[src/rtl/fetch_buffer.sv]
// fetch_buffer: in-order instruction FIFO between fetch (IF) and decode (ID).
// Optional macro FETCH_BUFFER_BYPASS_EN: when empty, a presented instruction
// is shown on the output in the same cycle (and not stored if consumed).
// Entry storage is not reset; only pointers, occupancy and the run flag are.
module fetch_buffer #(
  parameter int DEPTH = 4,
  parameter int XLEN  = 32
) (
  input  logic                     clk,
  input  logic                     rst,
  input  logic                     in_valid,
  output logic                     in_ready,
  input  logic [XLEN-1:0]          in_pc,
  input  logic [XLEN-1:0]          in_instr,
  output logic                     out_valid,
  input  logic                     out_ready,
  output logic [XLEN-1:0]          out_pc,
  output logic [XLEN-1:0]          out_instr,
  input  logic                     flush,
  output logic [$clog2(DEPTH):0]   count
);
  localparam int PW = $clog2(DEPTH);
  localparam int CW = PW + 1;
  localparam logic [XLEN-1:0] NOP = XLEN'(32'h0000_0013);

  logic [DEPTH-1:0][XLEN-1:0] pc_mem;
  logic [DEPTH-1:0][XLEN-1:0] instr_mem;
  logic [PW-1:0]              rd_ptr, wr_ptr;
  logic                       run;     // low in reset, high from the first edge after release
  logic                       empty, full, bypass;
  logic                       push, pop, store, take;

  assign empty = (count == '0);
  assign full  = (count == CW'(DEPTH));

`ifdef FETCH_BUFFER_BYPASS_EN
  assign bypass = run && empty && in_valid && !flush;
`else
  assign bypass = 1'b0;
`endif

  // in_ready never looks at out_ready: a full buffer takes nothing until a pop has landed
  assign in_ready  = run && !full && !flush;
  assign out_valid = run && !flush && (!empty || bypass);

  assign push  = in_valid && in_ready;
  assign pop   = out_valid && out_ready;
  // a bypassed instruction that is consumed immediately never occupies an entry
  assign store = push && !(bypass && out_ready);
  // pops only drain storage when there is something stored
  assign take  = pop && !empty;

  // Head presentation: NOP/zero when nothing is valid
  always_comb begin
    out_pc    = '0;
    out_instr = NOP;
    if (out_valid) begin
`ifdef FETCH_BUFFER_BYPASS_EN
      if (bypass) begin
        out_pc    = in_pc;
        out_instr = in_instr;
      end else begin
        out_pc    = pc_mem[rd_ptr];
        out_instr = instr_mem[rd_ptr];
      end
`else
      out_pc    = pc_mem[rd_ptr];
      out_instr = instr_mem[rd_ptr];
`endif
    end
  end

  // Pointers and occupancy; flush wins over any push/pop in the same cycle
  always_ff @(posedge clk or negedge rst) begin
    if (!rst) begin
      run    <= 1'b0;
      rd_ptr <= '0;
      wr_ptr <= '0;
      count  <= '0;
    end else begin
      run <= 1'b1;
      if (flush) begin
        rd_ptr <= '0;
        wr_ptr <= '0;
        count  <= '0;
      end else begin
        if (store) wr_ptr <= wr_ptr + 1'b1;  // wraps modulo DEPTH (power of two)
        if (take)  rd_ptr <= rd_ptr + 1'b1;
        count <= count + CW'(store) - CW'(take);
      end
    end
  end

  // Entry storage, written without reset
  always_ff @(posedge clk) begin
    if (store) begin
      pc_mem[wr_ptr]    <= in_pc;
      instr_mem[wr_ptr] <= in_instr;
    end
  end

endmodule

[config.mk]
export PLATFORM = sky130hd
export DESIGN_NAME = fetch_buffer
export DESIGN_NICKNAME = d
export VERILOG_FILES = /design/src/rtl/fetch_buffer.sv
export SDC_FILE = /design/constraint.sdc
export NUM_CORES = 1
export LEC_CHECK = 0
export CAP_MARGIN = 10
export CORE_MARGIN = 2
export CORE_UTILIZATION = 45
export CTS_CLUSTER_DIAMETER = 30
export CTS_CLUSTER_SIZE = 30
export DETAILED_ROUTE_END_ITERATION = 7
export PLACE_DENSITY = 0.64
export SLEW_MARGIN = 20
export SYNTH_ARGS = -nofsm -noshare
export SYNTH_HDL_FRONTEND = slang
export SYNTH_SLANG_ARGS = --single-unit
[constraint.sdc]
create_clock -name clk -period 9.28 [get_ports clk]
set_clock_uncertainty 0.2 [all_clocks]
set_input_delay 2.784 -clock clk [delete_from_list [all_inputs] [get_ports clk]]
set_output_delay 2.784 -clock clk [all_outputs]
set_load 0.02 [all_outputs]
Run 1, wires at chosen ports, followed through buffers:
Scale: 2 px per µm.
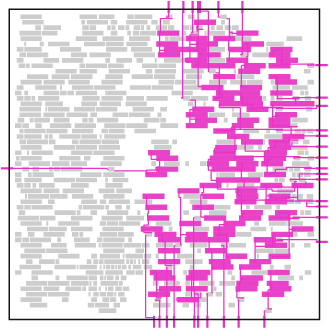
in_pc: shown in magenta, direction input, end cells 128, buffers 32, wire 1840 µm.

Run 1, I/O pins on the die edge:
Scale: 3 px per µm. Pins as bars across the die edge, other pins in gray.
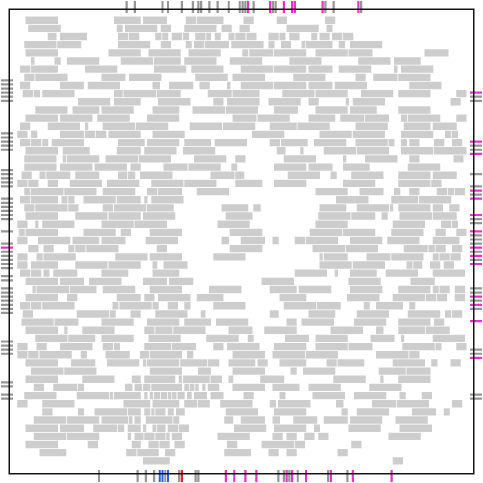
out_ready: shown in red, pins 1, direction input, edge bottom. count: shown in blue, pins 3, direction output, edge bottom. in_pc: shown in magenta, pins 32, direction input, edge 14 right, 10 bottom, 7 top, 1 left.

Run 1, cell sizes after repair:
Scale: 3 px per µm.
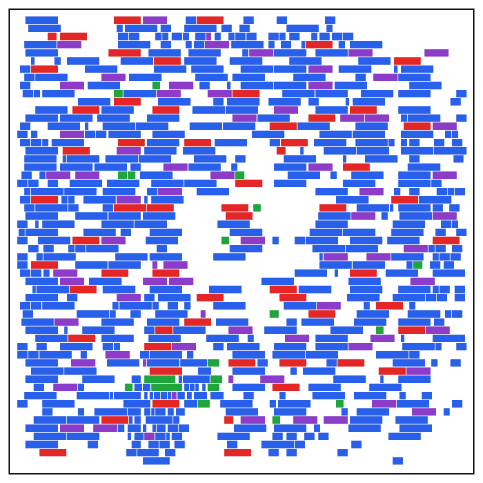
_6 and larger: shown in red, cells 59, share 8.8%. _3 and _4 cells: shown in green, cells 19, share 2.8%. _2 cells: shown in purple, cells 71, share 11%. _0 and _1 cells: shown in blue, cells 519, share 78%.

==> GITHUB_STEP_SUMMARY, run 1 <==
### Metrics collected by this job

| Metric | Value |
|---|---|
| Status | `complete, no violations` |
| Worst flop-to-flop path startpoint | `count[1]` |
| Yosys Chip Area | `10200 µm²` |
| Number of max-cap violations | `0` |
| Top non-seq family | `multiplexers` |
| P_sw | `around 0.7 mW` |
| Latency at later pin | `0.53 ns` |
| Pint | `2.56 mW` |
| RSZ-0062 raised after global routing | `false` |
| RR Endpoint | `count[2]` |
| Area Overhead vs Synth | `32.0%` |
| Post-synth EDFFs | `~260` |
| Clock Power Share | `0.515` |
| Final Max Tran Viols | `0` |
| Max FO, Critical Path | `37` |
| Setup tns final | `0 ns` |
| Final setup viols | `0` |
| Synth async-reset ratio | `0.0303` |
| Min cycle time layout | `8.32 ns` |
| Count leader, synth | `edfxtp_1` |
| # Cells Yosys | `approximately 460` |
| Crit path required time | `about 6.3 ns` |
| Nets | `~700` |
| Total gr overflow | `0` |
| Initial antenna violation count | `1` |
| Hold Buf Count CTS | `0` |
| Worst ir drop on vdd | `about 0.00015 V` |
| Total clock sinks | `264` |
| Worst setup EP type | `primary output` |
| Htree depth | `2` |
| Seq share, synth | `0.775` |
| Die H | `between 150 and 200 µm` |
| Reg2Reg Setup Slack | `approximately 6.6 ns` |
| Die area | `23800 µm²` |
| WL/cell | `between 20 and 25 µm` |
| CTS buffer count | `51` |
| Met2 usage | `0.283` |
| Floorplan Nets | `around 530` |
| Post-DRT Antenna Nets | `0` |
| Mapped Avg Cell Area | `approximately 22 µm²` |
| Reg clk slew, reported paths | `0.05 ns` |
| Sequential power share | `0.416` |
| WHS Path Cells | `2` |
| Design area | `between 10000 and 15000 µm²` |
| FP Util | `0.453` |
| Total wire length | `19400 µm` |
| Worst-case reg-to-reg path depth | `10` |
| Syn Inst Count | `about 460` |
| RD Place Congestion | `roughly 0.74` |
| Max Fclk | `120 MHz` |
| Max-slew headroom | `0.293` |
| Worst Setup Start Kind | `input pin` |
| Leakage power | `4.37 nW` |
| Top area cell types | `edfxtp_1 (76%), mux4_2 (14%), and2_1 (3.9%)` |
| Overall Power | `around 3.3 mW` |
| Pin count of the biggest net entering global routing | `67` |
| Via density | `around 5.2` |
| Hold Path Sink | `wr_ptr[0]` |
| Synth flops | `approximately 260` |
| Post-CTS Resized | `0` |
| Switching Fraction | `0.214` |
| Post-CTS Setup Inserts | `0` |
| Netlist Area Pre-Place | `10200 µm²` |
| Detailed-route via count | `roughly 5000` |
| Area fraction in mux cells | `0.142` |
| CORE AREA | `about 22000 µm²` |
| DRC Markers | `0` |
| Period utilization | `0.896` |
| Unique cell types | `27` |
| Total tool warning count | `29` |
| Largest area contributor in the netlist | `edfxtp_1` |
-- run 1: metal layers --
metal | share of wire | up-vias | wire length [µm]
li1 | - | 2220 | -
met1 | 0.41 | 2558 | 7860
met2 | 0.50 | 162 | 9680
met3 | 0.075 | 38 | 1460
met4 | 0.020 | 0 | 384
met5 | 0 | - | 0
-- run 1: registers in the layout, indices dropped and copies added (netlist names) --
register / cells
run: 1
count: 3
pc_mem: 128
rd_ptr: 2
instr_mem: 128
wr_ptr: 2
-- run 1: worst max-delay path: stages --
cell and delay (ns):
clkdlybuf4s50_1 0.53, nor2b_1 0.20, nand2b_1 0.14, inv_2 0.51, buf_4 0.37, and2_1 0.17, clkdlybuf4s50_1 0.62
-- run 1: power by group through the flow --
stage          registers (mW)  logic [mW]  clock network (mW)
6_report                 1.36       0.225                1.68
5_1_grt                  1.36       0.244                1.77
4_1_cts                  1.36       0.230                1.71
3_5_place_dp             1.38       0.229                   0
3_3_place_gp             1.38       0.225                   0
2_1_floorplan            1.37       0.135                   0
-- run 1: metrics by stage --
stage | util | std cells
global route | 0.598 | 953
CTS | 0.598 | 953
floorplan | - | 458
finish | 0.598 | 953
detailed placement | 0.526 | 860
global placement | 0.526 | 860
-- run 1: placed cells by master, fill, tap and decap left out, drive strengths merged --
cell	count
and2	63
ha	6
mux4	64
buf	2
o31ai	3
nand2	2
clkinv	21
fa	1
xnor2	1
nor3	1
bufinv	3
xor2	1
and3	4
conb	1
nand3	2
o21ai	1
inv	11
nor2	3
nor2b	2
dfrtp	8
clkbuf	60
clkdlybuf4s50	137
o311ai	2
nand2b	2
and3b	1
clkinvlp	6
or3	3
edfxtp	256
or3b	1
-- run 1: cells by family after synthesis --
kind of cell             after synthesis
AND/OR/NAND/NOR                       84
XOR/XNOR                               2
AND-OR/OR-AND                          6
adder cells (fa/ha/maj)                7
buffers and inverters                 30
other                                  1
multiplexers                          64
flip-flops                           264
-- run 1: area by class of cell --
cell class | count | area (µm²) | area share
clock buffers | 60 | 1330 | 0.0992
multi-input cells | 164 | 2140 | 0.160
clock inverters | 33 | 284 | 0.0212
repair buffers | 139 | 1390 | 0.103
inverters | 8 | 30.0 | 0.00224
flip-flops and latches | 264 | 7900 | 0.588
well taps | 285 | 357 | 0.0266
-- run 1: worst max path at each step --
stage               start             to  depth (start not counted)
global route        flush  out_instr[17]                          7
floorplan           flush  out_instr[22]                          5
detailed placement  flush  out_instr[17]                          7
CTS                 flush  out_instr[16]                          7
global placement    flush  out_instr[23]                          7
finish              flush  out_instr[22]                          7
Run 1, wiring by layer:
Scale: 3 px per µm. Only two layers are drawn.
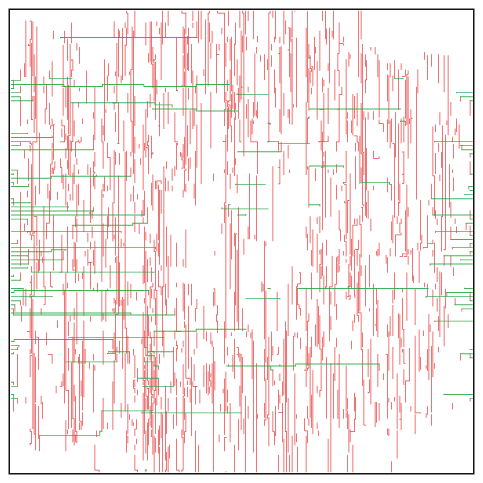

==> inputs of run 2 (changes only) <==
==> constraint.sdc (replaced) <==
create_clock -name clk -period 9.5 [get_ports clk]
set_clock_uncertainty 0.2 [all_clocks]
set_input_delay 2.85 -clock clk [delete_from_list [all_inputs] [get_ports clk]]
set_output_delay 2.85 -clock clk [all_outputs]
set_load 0.02 [all_outputs]
Run 2, wiring by layer:
Scale: 3 px per µm. Only two layers are drawn.
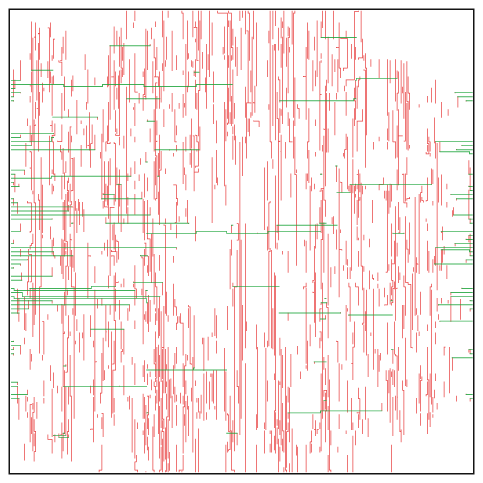
metal 2: shown in red, wire length 9540 µm. metal 3: shown in green, wire length 1310 µm.

Run 2, I/O pins on the die edge:
Scale: 3 px per µm. Pins as bars across the die edge, other pins in gray.
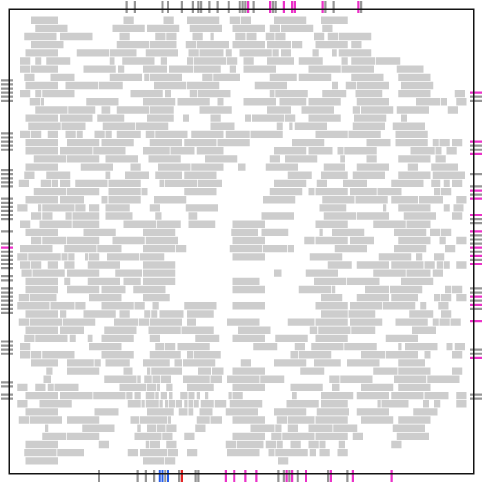
in_pc: shown in magenta, pins 32, direction input, edge 14 right, 10 bottom, 7 top, 1 left. out_ready: shown in red, pins 1, direction input, edge bottom. count: shown in blue, pins 3, direction output, edge bottom.
All pins by edge: 47 left, 36 right, 28 bottom, 27 top.

==> run 2 against run 1 <==
  * Sequential share of layout area fell by 0.25 points
  * Sequential cell count did not move
  * Synthesized cell count did not move
  * Final area rose by 0.43%
  * Via count fell by 1.4%
  * Cell count rose by 0.21%
  * Combinational power barely moved
  * Clock power barely moved
  * Wire length fell by 0.94%
  * Register-to-register slack improved by 0.21 ns
  * First-iteration DRC count fell by 23%
  * Non-clock buffer count did not move
  * Critical path type unchanged
  * Critical endpoint is now out_pc[26]
  * Largest cell class unchanged
==> GITHUB_STEP_SUMMARY, run 2 <==
### Metrics collected by this job

| Metric | Value |
|---|---|
| Post-DRT Antenna Nets | `0` |
| Total tool warning count | `29` |
| Max FO, Critical Path | `38` |
| Largest area contributor in the netlist | `edfxtp_1` |
| FP Util | `0.453` |
| Crit Path Class | `in -> out` |
| Htree depth | `2` |
| Worst ir drop on vdd | `about 0.00018 V` |
| Worst flop-to-flop path startpoint | `count[1]` |
| Post-DP Area | `11800 µm²` |
| First-pass GRT wire length | `30400 µm` |
| Overall Power | `roughly 3.2 mW` |
| Worst-Margin Slew | `about 1.0 ns` |
| Design area | `13500 µm²` |
| Total clock sinks | `264` |
| Placed cells | `roughly 860` |
| Min-Delay Path Class | `reg -> reg` |
| Total gr overflow | `0` |
| Worst Setup Start Kind | `input pin` |
| RR Endpoint | `count[2]` |
| Fin. Hold Viols | `0` |
| Number of max-cap violations | `0` |
| Latency at later pin | `0.54 ns` |
| Crit path required time | `around 6.5 ns` |
| Seq share, synth | `0.775` |
| Port Buffers | `~140` |
| Root buffer cell | `clkbuf_16` |
| Post-route setup slack | `~1.1 ns` |
| Register area | `7900 µm²` |
| Max-slew headroom | `0.305` |
| Pin count of the biggest net entering global routing | `67` |
| Mapped Avg Cell Area | `~22 µm²` |
| Worst-path cell chain | `clkdlybuf4s50_1, nor2b_1, nand2b_1, inv_2, buf_4, and2_1, clkdlybuf4s50_1` |
| Total Routing Usage GR | `0.167` |
| Die area | `roughly 24000 µm²` |
| Min cycle time layout | `8.41 ns` |
| Chip width | `~150 µm` |
| Top flop regs | `instr_mem (128), pc_mem (128), count (3)` |
| Pre-CTS WS | `1.02 ns` |
| Netlist Area Pre-Place | `between 10000 and 15000 µm²` |
| DR top layer | `met4` |
| Count leader, synth | `edfxtp_1` |
| CP dominant cell by count | `clkdlybuf4s50_1` |
| Met3 WL | `approximately 1300 µm` |
| RD Place Congestion | `0.764` |
| Reg clk slew, reported paths | `0.05 ns` |
| RSZ-0062 raised after global routing | `false` |
| Ratio of cells with drive above 1 in the final layout | `0.233` |
| Die H | `154 µm` |
| Synth warn | `0` |
| Non-filler cells, final | `between 900 and 1000` |
| Leakage power | `roughly 4.4 nW` |
| Worst Hold Slack | `0.389 ns` |
| Hold Buf Count CTS | `0` |
| Yosys Chip Area | `10200 µm²` |
| Syn Inst Count | `approximately 460` |
| Initial antenna violation count | `1` |
| Crit path capture | `out_pc[26]` |
| Post-synth top flop | `edfxtp_1` |
| CTS Buffer Depth | `3` |
| Fill count | `roughly 1600` |
| Hold path startpoint | `wr_ptr[0]` |
| Total wire length | `just under 20000 µm` |
| Logic area | `around 2100 µm²` |
| Max Fclk | `roughly 120 MHz` |
| Top area cell types | `edfxtp_1 (76%), mux4_2 (14%), and2_1 (3.9%)` |
| Worst-case reg-to-reg path depth | `10` |
| Post-synth top cells | `edfxtp_1 (256), mux4_2 (64), and2_1 (63)` |
| Via density | `between 5 and 6` |
| Most numerous logic cell after layout | `edfxtp_1` |
| I/O pins | `between 100 and 150` |
| DR iter-0 viols | `roughly 230` |
| Reg2Reg Setup Slack | `roughly 6.8 ns` |
| Post-CTS Setup Inserts | `0` |
| # Cells Yosys | `between 400 and 500` |
| Vias in the first global route | `~5600` |
| Area Overhead vs Synth | `32.5%` |
| # rows | `roughly 55` |
| Nets | `between 700 and 800` |
| Detailed-route via count | `between 4000 and 5000` |
| Met2 wire length | `roughly 9500 µm` |
| CP peak stage delay | `roughly 0.60 ns` |
| Worst setup EP type | `primary output` |
| Top cells excl fill/tap | `edfxtp_1 (256), clkdlybuf4s50_1 (137), mux4_2 (64)` |
| First-pass DRT Iterations | `4` |
| WP data arrival | `5.36 ns` |
| Pwr/cell area | `roughly 240 nW/µm²` |
| Final Max Tran Viols | `0` |
| Final setup viols | `0` |
| Synth flops | `between 200 and 300` |
| Crit path max-delay cell type | `clkdlybuf4s50_1` |
| Post-layout util | `0.601` |
| Post-CTS Resized | `0` |
| Floorplan Nets | `534` |
| WL/cell | `slightly above 20 µm` |
| Post-synth EDFFs | `256` |
| DRC Markers | `0` |
| Status | `complete, no violations` |
| Period utilization | `0.886` |
| Synth async-reset ratio | `0.0303` |
| Unique cell types | `27` |
| CORE AREA | `~22000 µm²` |
| CTS buffer count | `50` |
| Setup tns final | `0 ns` |
| CTS tree | `yes` |
| Post-DP HPWL | `approximately 10000 µm` |
| CP Launch Point | `flush` |
| M1 WL | `7940 µm` |
-- run 2: cell types whose count changed in the layout (fill, tap and decap cells not counted) --
cell and change:
bufinv_16 +2, clkbuf_1 -4, clkbuf_16 -2, clkinv_1 -2, clkinv_2 +4, clkinv_4 +1
clkinvlp_4 +1, diode_2 +1, inv_16 +2, inv_6 -1
-- run 2: area by class of cell --
class | instances | area share
sequential | 264 | 0.586
timing repair buffer | 139 | 0.103
tap | 285 | 0.0264
clock buffer | 54 | 0.0939
clock inverter | 40 | 0.0300
antenna | 1 | 0.000186
multi-input combinational | 164 | 0.159
inverter | 8 | 0.00223
-- run 2: logic make-up after synthesis --
family,Yosys count,share of synthesized area
buffers and inverters,30,0.0161
AND-OR/OR-AND,6,0.00443
other,1,0.000369
AND/OR/NAND/NOR,84,0.0510
XOR/XNOR,2,0.00172
flip-flops,264,0.775
adder cells (fa/ha/maj),7,0.00935
multiplexers,64,0.142
-- run 2: worst min path at each step --
| stage | endpoint | slack [ns] | depth (start not counted) |
|---|---|---|---|
| 3_3_place_gp | wr_ptr[0] | 0.36 | 2 |
| 5_1_grt | wr_ptr[0] | 0.42 | 2 |
| 3_5_place_dp | wr_ptr[0] | 0.38 | 2 |
| 2_1_floorplan | wr_ptr[0] | 0.34 | 2 |
| 4_1_cts | wr_ptr[0] | 0.39 | 2 |
| 6_report | wr_ptr[0] | 0.39 | 2 |
-- run 2: metal layers --
| metal | up-vias | global-route usage |
|---|---|---|
| li1 | 2214 | - |
| met1 | 2495 | 0.209 |
| met2 | 156 | 0.278 |
| met3 | 42 | 0.0546 |
| met4 | 0 | 0.0569 |
| met5 | - | 0 |
-- run 2: report_power, final --
group | leakage (nW) | switching [mW] | internal, mW
clock | 0.801 | 0.584 | 1.11
sequential | 2.42 | 0.0150 | 1.31
combinational | 1.18 | 0.107 | 0.118
total | 4.40 | 0.705 | 2.53
-- run 2: critical path: cells and delay by family --
kind / cells / cell delay (ns)
buffers and inverters: 4 / 2.01
AND/OR/NAND/NOR: 3 / 0.50
Run 2, cell outlines without signal wires:
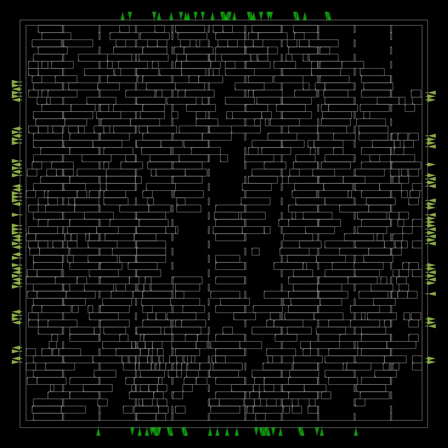

==> inputs of run 3 (changes only) <==
--- a/config.mk
+++ b/config.mk
@@ -6,7 +6,7 @@
 export NUM_CORES = 1
 export LEC_CHECK = 0
 export CAP_MARGIN = 10
-export CORE_MARGIN = 2
+export CORE_MARGIN = 10
 export CORE_UTILIZATION = 45
 export CTS_CLUSTER_DIAMETER = 30
 export CTS_CLUSTER_SIZE = 30
Run 3, cell outlines without signal wires:
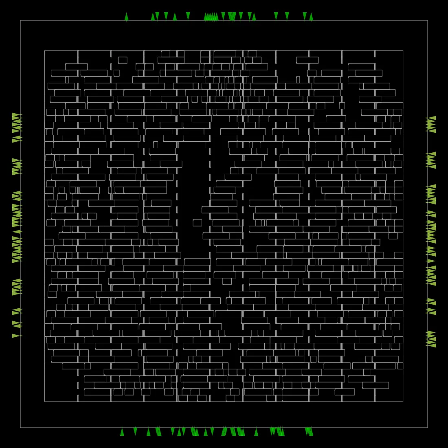
post-layout util: 0.618
Tap Cells: 280
CORE AREA: 22000 µm²
# rows: 54
seq_cells: 264

==> run 3 against run 2 <==
  * Power increased by 4.7%
  * Sequential share of layout area shrank 0.56 points
  * Largest cell class unchanged
  * Register-to-register slack about the same
  * Critical endpoint is now out_instr[6]
  * Cell count shrank 0.84%
==> GITHUB_STEP_SUMMARY, run 3 <==
### Metrics collected by this job

| Metric | Value |
|---|---|
| Status | `complete, no violations` |
| Unique cell types | `27` |
| Post-DP HPWL | `11200 µm` |
| Synth warn | `0` |
| Fin. Hold Viols | `0` |
| Period utilization | `0.880` |
| Min-Delay Path Class | `reg -> reg` |
| First-pass GRT wire length | `about 31000 µm` |
| WL/cell | `around 21 µm` |
| Max-slew headroom | `0.304` |
| Die H | `roughly 170 µm` |
| Detailed-route via count | `roughly 5000` |
| Hold Buf Count CTS | `0` |
| FP Util | `0.462` |
| Ratio of cells with drive above 1 in the final layout | `0.231` |
| DRC Markers | `0` |
| Die area | `slightly below 30000 µm²` |
| Max FO, Critical Path | `28` |
| # Cells Yosys | `~460` |
| Post-DRT Antenna Nets | `0` |
| Seq share, synth | `0.775` |
| Top cells excl fill/tap | `edfxtp_1 (256), clkdlybuf4s50_1 (137), mux4_2 (64)` |
| Via density | `around 5.2` |
| Worst ir drop on vdd | `between 0.00015 and 0.0002 V` |
| Root buffer cell | `clkbuf_16` |
| Worst-Margin Slew | `1.04 ns` |
| Mapped Avg Cell Area | `around 22 µm²` |
| Final setup viols | `0` |
| Total gr overflow | `0` |
| CTS Buffer Depth | `3` |
| Crit Path Class | `in -> out` |
| Top area cell types | `edfxtp_1 (76%), mux4_2 (14%), and2_1 (3.9%)` |
| Total wire length | `20100 µm` |
| Reg clk slew, reported paths | `~0.040 ns` |
| Netlist Area Pre-Place | `10200 µm²` |
| Top flop regs | `instr_mem (128), pc_mem (128), count (3)` |
| Post-CTS Setup Inserts | `0` |
| Synth async-reset ratio | `0.0303` |
| Simple-Gate Area Share | `0.0510` |
| Area fraction in mux cells | `0.142` |
| Leakage power | `4.47 nW` |
| Logic area | `2140 µm²` |
| Min cycle time layout | `about 8.4 ns` |
| Post-DP Area | `between 10000 and 15000 µm²` |
| I/O pins | `138` |
| Max Fclk | `about 120 MHz` |
| Chip width | `between 150 and 200 µm` |
| Register area | `approximately 8000 µm²` |
| Htree depth | `2` |
| RSZ-0062 raised after global routing | `false` |
| Number of max-cap violations | `0` |
| Design area | `between 10000 and 15000 µm²` |
| Fill count | `about 1600` |
| Worst setup EP type | `primary output` |
| Floorplan Nets | `~530` |
| DR iter-0 viols | `~260` |
| Area Overhead vs Synth | `33.8%` |
| Synth flops | `roughly 260` |
| ANT cells | `0` |
| Post-synthesis xor/xnor area fraction | `0.00172` |
| Total Routing Usage GR | `0.139` |
| Nets | `704` |
| Pwr/cell area | `249 nW/µm²` |
| CTS buffer count | `50` |
| Top non-seq family | `multiplexers` |
| Pin count of the biggest net entering global routing | `approximately 67` |
| Port Buffers | `137` |
| Worst Hold Slack | `about 0.40 ns` |
| Most numerous logic cell after layout | `edfxtp_1` |
| Post-synth EDFFs | `roughly 260` |
| Total tool warning count | `29` |
| Vias in the first global route | `5595` |
| First-pass DRT Iterations | `4` |
| Yosys Chip Area | `just over 10000 µm²` |
| Final Max Tran Viols | `0` |
| Latency at later pin | `a little over 0.5 ns` |
| Post-synth top cells | `edfxtp_1 (256), mux4_2 (64), and2_1 (63)` |
| Post-Synth AOI/OAI Area | `0.00443` |
| Worst Setup Start Kind | `input pin` |
| Crit path required time | `approximately 6.5 ns` |
| Setup tns final | `0 ns` |
| RD Place Congestion | `about 0.71` |
| Largest area contributor in the netlist | `edfxtp_1` |
| Post-CTS Resized | `0` |
| Syn Inst Count | `approximately 460` |
| Share of the synthesized area in the top cell type | `0.756` |
| Initial antenna violation count | `1` |
| WP data arrival | `approximately 5.3 ns` |
| Post-synth top flop | `edfxtp_1` |
| FA/HA/MAJ Cells, Area Fraction | `0.00935` |
| Count leader, synth | `edfxtp_1` |
| CTS tree | `yes` |
| Total clock sinks | `between 200 and 300` |
Run 3, wires at chosen ports, followed through buffers:
Scale: 1.5 px per µm.
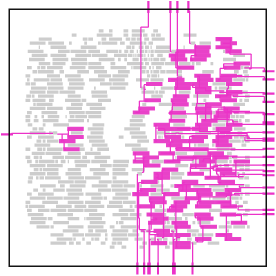
in_pc: shown in magenta, direction input, end cells 128, buffers 32, wire 2160 µm.

[run 3: worst paths after layout]
check	slack, ns	cells past startpoint	endpoint	start
max	1.14	7	out_instr[6]	flush
min	0.40	2	wr_ptr[0]	wr_ptr[0]
max reg2reg	6.83	10	count[2]	count[1]
min reg2reg	0.40	2	wr_ptr[0]	wr_ptr[0]
max in group asynchronous	6.36	1	rd_ptr[0]	rst
min in group asynchronous	2.43	1	count[0]	rst
[run 3: cells by family (layout without fill, tap and decap cells)]
kind of cell | Yosys count | in the layout
AND-OR/OR-AND | 6 | 6
XOR/XNOR | 2 | 2
adder cells (fa/ha/maj) | 7 | 7
buffers and inverters | 30 | 239
flip-flops | 264 | 264
multiplexers | 64 | 64
other | 1 | 1
AND/OR/NAND/NOR | 84 | 84
[run 3: power breakdown]
group | switching (mW) | leakage, nW | internal [mW]
clock network | 0.538 | 0.870 | 1.30
registers | 0.0185 | 2.42 | 1.31
logic | 0.105 | 1.19 | 0.119
[run 3: metrics by stage]
| step | worst slack, ns | instances | util | power [mW] |
|---|---|---|---|---|
| floorplan | 2.60 | 458 | - | 1.47 |
| global placement | 1.21 | 856 | 0.536 | 1.57 |
| detailed placement | 1.12 | 856 | 0.536 | 1.57 |
| CTS | 1.10 | 947 | 0.618 | 3.43 |
| global route | 0.939 | 947 | 0.618 | 3.50 |
| finish | 1.14 | 947 | 0.618 | 3.39 |
[run 3: routing by layer]
layer	up-vias	wire, µm	GRT usage
met5	-	18	0
met4	2	207	0.0366
met3	26	1590	0.0530
met2	148	9710	0.228
met1	2554	8610	0.171
li1	2217	-	-
[run 3: critical path, cell delays in order]
cell and delay [ns]:
clkdlybuf4s50_1 0.54, nor2b_1 0.19, nand2b_1 0.13, inv_2 0.41, buf_4 0.36, and2_1 0.19, clkdlybuf4s50_1 0.61
[run 3: area by class of cell]
type / instances / share of cell area
Clock buffer: 59 / 0.0991
Clock inverter: 32 / 0.0333
Inverter: 8 / 0.00221
Multi-Input combinational cell: 164 / 0.157
Sequential cell: 264 / 0.580
Tap cell: 280 / 0.0257
Timing Repair Buffer: 140 / 0.102
Power figures rest on the tool's default switching activity, not on a simulated workload.
